File: config.mk
export PLATFORM = sky130hd
export DESIGN_NAME = hazard_controller
export DESIGN_NICKNAME = d
export VERILOG_FILES = /design/src/rtl/cpu_types_pkg.sv /design/src/rtl/hazard_detect.sv /design/src/rtl/hazard_controller.sv
export SDC_FILE = /design/constraint.sdc
export NUM_CORES = 1
export LEC_CHECK = 0
export CAP_MARGIN = 20
export CORE_UTILIZATION = 46
export DETAILED_ROUTE_END_ITERATION = 8
export GPL_TIMING_DRIVEN = 0
export MAX_ROUTING_LAYER = met4
export PLACE_DENSITY = 0.8
export SETUP_SLACK_MARGIN = 0.15
export SKIP_CTS_REPAIR_TIMING = 1
export SYNTH_ARGS = -nofsm -noshare
export SYNTH_HDL_FRONTEND = slang
export SYNTH_SLANG_ARGS = --single-unit
File: constraint.sdc
create_clock -name CLK -period 2.4 [get_ports CLK]
set_input_delay 0.48 -clock CLK [delete_from_list [all_inputs] [get_ports CLK]]
set_output_delay 0.48 -clock CLK [all_outputs]
set_load 0.05 [all_outputs]
File: src/rtl/cpu_types_pkg.sv
// Shared types for the 5-stage MIPS core: register indices, opcodes,
// hazard-controller state encoding and the pipeline-control bundle.
package cpu_types_pkg;

    typedef logic [4:0] regbits_t;

    localparam logic [5:0] HALT = 6'b111111;

    typedef enum logic [1:0] {
        RUN    = 2'd0,
        DRAIN  = 2'd1,
        HALTED = 2'd2
    } hazstate_t;

    // One bit per latch/PC control line driven by the hazard controller.
    typedef struct packed {
        logic pc_en;
        logic ifid_en;
        logic ifid_flush;
        logic idex_en;
        logic idex_flush;
        logic exmem_en;
        logic memwb_en;
    } pipe_ctl_t;

endpackage

File: src/rtl/hazard_detect.sv
// Combinational hazard terms: data-memory miss, load-use dependency and
// instruction-memory miss. Kept separate so a forwarding unit can reuse it.
module hazard_detect
    import cpu_types_pkg::*;
(
    input  logic     ihit,
    input  logic     dhit,
    input  regbits_t id_rs,
    input  regbits_t id_rt,
    input  logic     id_uses_rt,
    input  logic     ex_dREN,
    input  regbits_t ex_wsel,
    input  logic     mem_dREN,
    input  logic     mem_dWEN,
    output logic     dmiss,
    output logic     lduse,
    output logic     imiss
);

    assign dmiss = (mem_dREN | mem_dWEN) & ~dhit;

    // $zero is never a real dependency even when a load names it.
    assign lduse = ex_dREN & (ex_wsel != 5'd0) &
                   ((ex_wsel == id_rs) | (id_uses_rt & (ex_wsel == id_rt)));

    assign imiss = ~ihit;

endmodule

File: src/rtl/hazard_controller.sv
// Pipeline sequencer: priority-resolves hazards into latch enables/flushes,
// runs the halt-drain FSM (RUN -> DRAIN -> HALTED) and counts stall cycles.
module hazard_controller
    import cpu_types_pkg::*;
#(
    parameter int DRAIN_CYCLES = 3,
    parameter int CNT_W        = 32
) (
    input  logic             CLK,
    input  logic             RST,
    input  logic             ihit,
    input  logic             dhit,
    input  logic [4:0]       id_rs,
    input  logic [4:0]       id_rt,
    input  logic             id_uses_rt,
    input  logic             id_halt,
    input  logic             ex_dREN,
    input  logic [4:0]       ex_wsel,
    input  logic             mem_dREN,
    input  logic             mem_dWEN,
    input  logic             ex_branch_taken,
    output logic             pc_en,
    output logic             ifid_en,
    output logic             ifid_flush,
    output logic             idex_en,
    output logic             idex_flush,
    output logic             exmem_en,
    output logic             memwb_en,
    output logic             halt,
    output logic [CNT_W-1:0] stall_cnt,
    output logic [1:0]       dbg_state
);

    localparam int DW = $clog2(DRAIN_CYCLES + 1);

    hazstate_t   state, next_state;
    logic [DW-1:0] drain_cnt, next_drain;
    pipe_ctl_t   ctl;
    logic        dmiss, lduse, imiss;
    logic        stall_inc;

    hazard_detect u_detect (
        .ihit       (ihit),
        .dhit       (dhit),
        .id_rs      (id_rs),
        .id_rt      (id_rt),
        .id_uses_rt (id_uses_rt),
        .ex_dREN    (ex_dREN),
        .ex_wsel    (ex_wsel),
        .mem_dREN   (mem_dREN),
        .mem_dWEN   (mem_dWEN),
        .dmiss      (dmiss),
        .lduse      (lduse),
        .imiss      (imiss)
    );

    always_comb begin
        ctl        = '0;
        next_state = state;
        next_drain = drain_cnt;
        unique case (state)
            RUN: begin
                if (dmiss) begin
                    ctl = '0;
                end else if (ex_branch_taken) begin
                    ctl = '{pc_en: 1'b1, ifid_en: 1'b1, ifid_flush: 1'b1, idex_en: 1'b1,
                            idex_flush: 1'b1, exmem_en: 1'b1, memwb_en: 1'b1};
                end else if (lduse) begin
                    ctl = '{pc_en: 1'b0, ifid_en: 1'b0, ifid_flush: 1'b0, idex_en: 1'b1,
                            idex_flush: 1'b1, exmem_en: 1'b1, memwb_en: 1'b1};
                end else begin
                    if (imiss) begin
                        ctl = '{pc_en: 1'b0, ifid_en: 1'b0, ifid_flush: 1'b1, idex_en: 1'b1,
                                idex_flush: 1'b0, exmem_en: 1'b1, memwb_en: 1'b1};
                    end else begin
                        ctl = '{pc_en: 1'b1, ifid_en: 1'b1, ifid_flush: 1'b0, idex_en: 1'b1,
                                idex_flush: 1'b0, exmem_en: 1'b1, memwb_en: 1'b1};
                    end
                    // Halt moves into ID/EX this cycle; IF/ID is flushed while draining.
                    if (id_halt) begin
                        next_state = DRAIN;
                        next_drain = DW'(DRAIN_CYCLES);
                    end
                end
            end
            DRAIN: begin
                ctl.ifid_flush = 1'b1;
                if (!dmiss) begin
                    ctl.idex_en  = 1'b1;
                    ctl.exmem_en = 1'b1;
                    ctl.memwb_en = 1'b1;
                    next_drain   = drain_cnt - DW'(1);
                    if (drain_cnt == DW'(1)) begin
                        next_state = HALTED;
                    end
                end
            end
            HALTED: begin
                ctl = '0;
            end
            default: begin
                next_state = RUN;
            end
        endcase
        if (RST) begin
            ctl = '{pc_en: 1'b0, ifid_en: 1'b0, ifid_flush: 1'b1, idex_en: 1'b0,
                    idex_flush: 1'b1, exmem_en: 1'b0, memwb_en: 1'b0};
        end
    end

    assign stall_inc = ~ctl.pc_en & (state != HALTED);

    always_ff @(posedge CLK) begin
        if (RST) begin
            state     <= RUN;
            drain_cnt <= '0;
            stall_cnt <= '0;
        end else begin
            state     <= next_state;
            drain_cnt <= next_drain;
            if (stall_inc) begin
                stall_cnt <= stall_cnt + CNT_W'(1);
            end
        end
    end

    assign pc_en      = ctl.pc_en;
    assign ifid_en    = ctl.ifid_en;
    assign ifid_flush = ctl.ifid_flush;
    assign idex_en    = ctl.idex_en;
    assign idex_flush = ctl.idex_flush;
    assign exmem_en   = ctl.exmem_en;
    assign memwb_en   = ctl.memwb_en;
    assign halt       = (state == HALTED) & ~RST;
    assign dbg_state  = state;

endmodule
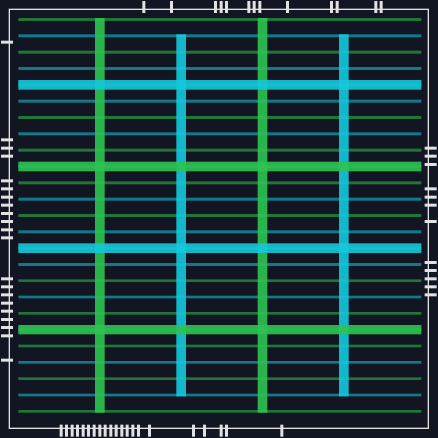
run_1/pdn.png
(6 px per um) Pins as bars on the die edge.
Green marks VSS. Cyan marks VDD.
4 straps on met5. 67 signal pins sit on the boundary. The core has 24 rows. 4 straps on met4.
Max VDD drop: 0.510 mV
die height: 69.6 um
core area: 4380 um2
Chip Width: 69.6 um

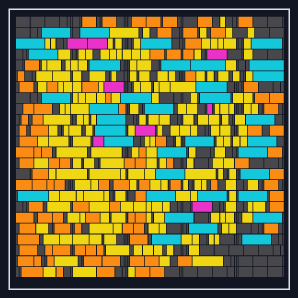
run_1/cell_classes.png
(4 px per um) Fill, decap, tap and diode cells in grey.
Orange marks other buffers and delay cells, cells 99. Magenta marks clock drivers and dummy loads, cells 8. Yellow marks all other logic, cells 204. Cyan marks flip-flops, cells 36.
final design utilization: 74.7%
site row count: 24
Seq area share: 22.6%

==> impl_metrics.ini, run 1 <==
; flow metrics
[setup_path]
critPathKind = in -> out
cp_slowest_cell = o22ai_4
required_ns = 1.92
end_kind = output pin
path_cells = buf_4 -> xnor2_1 -> nand3_2 -> o22ai_4 -> nor2b_4 -> nor2_4 -> o31ai_4 -> buf_6
startpoint = ex_wsel[4]
reg2reg_from = dbg_state[0]

[timing]
drv_slew = 0
fmax_mhz = 402
setup_viol = 3
worst_slack_ns = -0.0888
period_minus_slack_ns = 2.49
tns_ns = -0.188

[placement]
dpl_worst_slack_ns = -1.16
io_buffers = 66

[power_and_ir_drop]
p_leak_nw = 1.20
report.power.total_w = 0.00143
p_sw_share_pct = 31.0

[logic_synthesis]
ys_cells = 254
yosys_area_um2 = 2100
top_cells_by_area = dfxtp_1 34%, a21oi_1 6.9%, o31ai_1 6.4%
syn-cell-area_um2 = 2100
top_area_share_pct = 34.3
flop_cell = dfxtp_1
post-synth-top-area-cell = dfxtp_1
yosysWarnings = 0
top_cell = dfxtp_1
avgSynthCellArea_um2 = 8.28

[floorplanning]
ios = 67

[drt]
via_per_inst = 5.93
firstDrtPassIters = 4
drc = 0

[hold_path]
min_path_cells = 2

[outcome]
status = complete, but fails checks
violations = negative setup slack

[final_layout]
multi_input_comb_area_um2 = 1450
ff_latch_area_um2 = 739
final_cells = 399
mostFrequentLayoutCells = 37 x clkdlybuf4s50_1, 27 x a21oi_1, 25 x dfxtp_1, 21 x buf_4, 17 x nand2_1

[global_routing]
first_global_vias = 1991
grt_max_degree = 12

[job]
openroad.warnings = 28
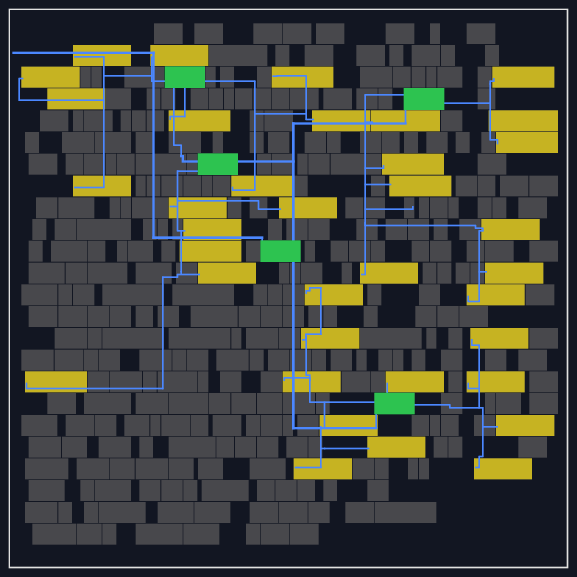
run_1/clock_map.png
(8 px per um)
Blue marks clock wires, length 500 um. Yellow marks flip-flops, count 36. Green marks cells driving clock nets, count 5.
Position of the flops: all over the die. There are 6 routed clock nets.
Clk pwr share: 32.7%
Clk. pwr: 0.000468 W
Latency at later pin: 0.30 ns
Worst Clk Skew: 0.00294 ns

[run 1: state kept, by name, indices dropped and copies added, names as in the netlist]
signal / cells
stall_cnt: 32
drain_cnt: 2
dbg_state: 2
[run 1: area by class of cell]
cell class | instances | share of cell area [%]
Multi-Input combinational cell | 196 | 44.3
Timing Repair Buffer | 85 | 24.4
Sequential cell | 36 | 22.6
Buffer | 14 | 2.98
Clock buffer | 7 | 2.64
Tap cell | 52 | 1.99
Inverter | 8 | 0.917
Clock inverter | 1 | 0.229
[run 1: per-layer routing]
layer  track usage, %  vias up  wire [um]
li1                 -     1133          -
met1             27.6     1140       2730
met2             39.2       74       3230
met3             6.25       18        281
met4             11.3        0        274
met5                -        -          0
==> run 1 -> run 2 <==
Clock period 2.4 ns to 2.65 ns, I/O delays scaled along.
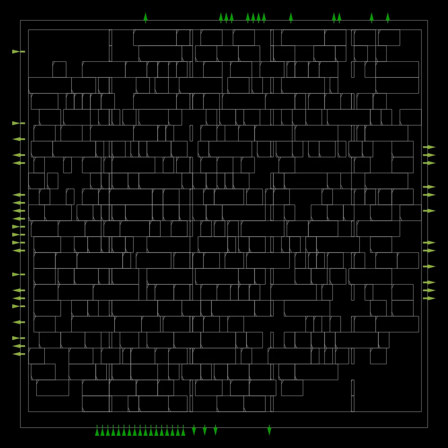
run_2/final_placement.png
fin cells: 389
Seq area share: 23.0%

==> run 2 against run 1 <==
Against the previous run:
- the run now ends clean
- die size is the same
- critical endpoint is now ifid_flush
- combinational power shrank 19%
- highest routed layer unchanged
- sequential power shrank 9.0%
- largest cell class unchanged
==> impl_metrics.ini, run 2 <==
; flow metrics
[timing]
worst_slack_ns = 0.111
drv_slew = 0
period_minus_slack_ns = 2.54
skew_ns = 0.00353
fmax_mhz = 394

[floorplanning]
row_count = 24
die_w_um = 69.6
ios = 67
core_um2 = 4380
die_h_um = 69.6

[power_and_ir_drop]
report.power.total_w = 0.00121
p_leak_nw = 1.17
p_sw_share_pct = 30.3
powerClk_w = 0.000370
peakVddDrop_mv = 0.312

[drt]
via_per_inst = 5.96
firstDrtPassIters = 4

[setup_path]
required_ns = 2.12
end_kind = output pin
reg2reg_from = stall_cnt[4]

[logic_synthesis]
syn-cell-area_um2 = 2100
yosysWarnings = 0
top_cells_by_area = dfxtp_1 34%, a21oi_1 6.9%, o31ai_1 6.4%
flop_cell = dfxtp_1
avgSynthCellArea_um2 = 8.28

[clock_tree]
clk_latency_ns = 0.29

[placement]
dpl_worst_slack_ns = -0.976
io_buffers = 66

[global_routing]
first_global_vias = 2066

[job]
openroad.warnings = 28

[outcome]
status = complete, no violations
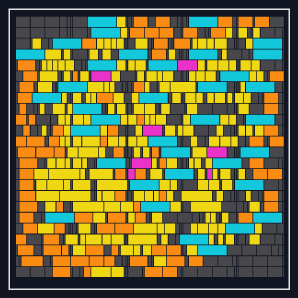
run_2/cell_classes.png
(4 px per um) Fill, decap, tap and diode cells in grey.
Magenta marks clock drivers and dummy loads, cells 7. Yellow marks all other logic, cells 204. Cyan marks flip-flops, cells 36. Orange marks other buffers and delay cells, cells 90.
final instance area: 3130 um2
final design utilization: 71.3%

## run 2: per-layer routing
layer  share of wire [%]  wire length (um)  GRT usage (%)
met5                   0                 0              -
met4                 1.8               109           6.12
met3                 5.0               301           5.38
met2                  49              2900           41.0
met1                  45              2670           30.1
## run 2: final cells by class
type / count / area [um2]
Fill cell: 354 / 1260
Timing Repair Buffer: 76 / 753
Multi-Input combinational cell: 196 / 1390
Clock buffer: 6 / 72.6
Clock inverter: 1 / 5.00
Tap cell: 52 / 65.1
Inverter: 8 / 30.0
Sequential cell: 36 / 721
Buffer: 14 / 95.1
## run 2: worst max-delay path, stage by stage
cell	delay [ns]
buf_4	0.13
or4_4	0.56
o21ai_4	0.19
nor2b_4	0.07
buf_4	0.14
o31ai_4	0.19
buf_6	0.19
Power and IR drop assume default switching activity.
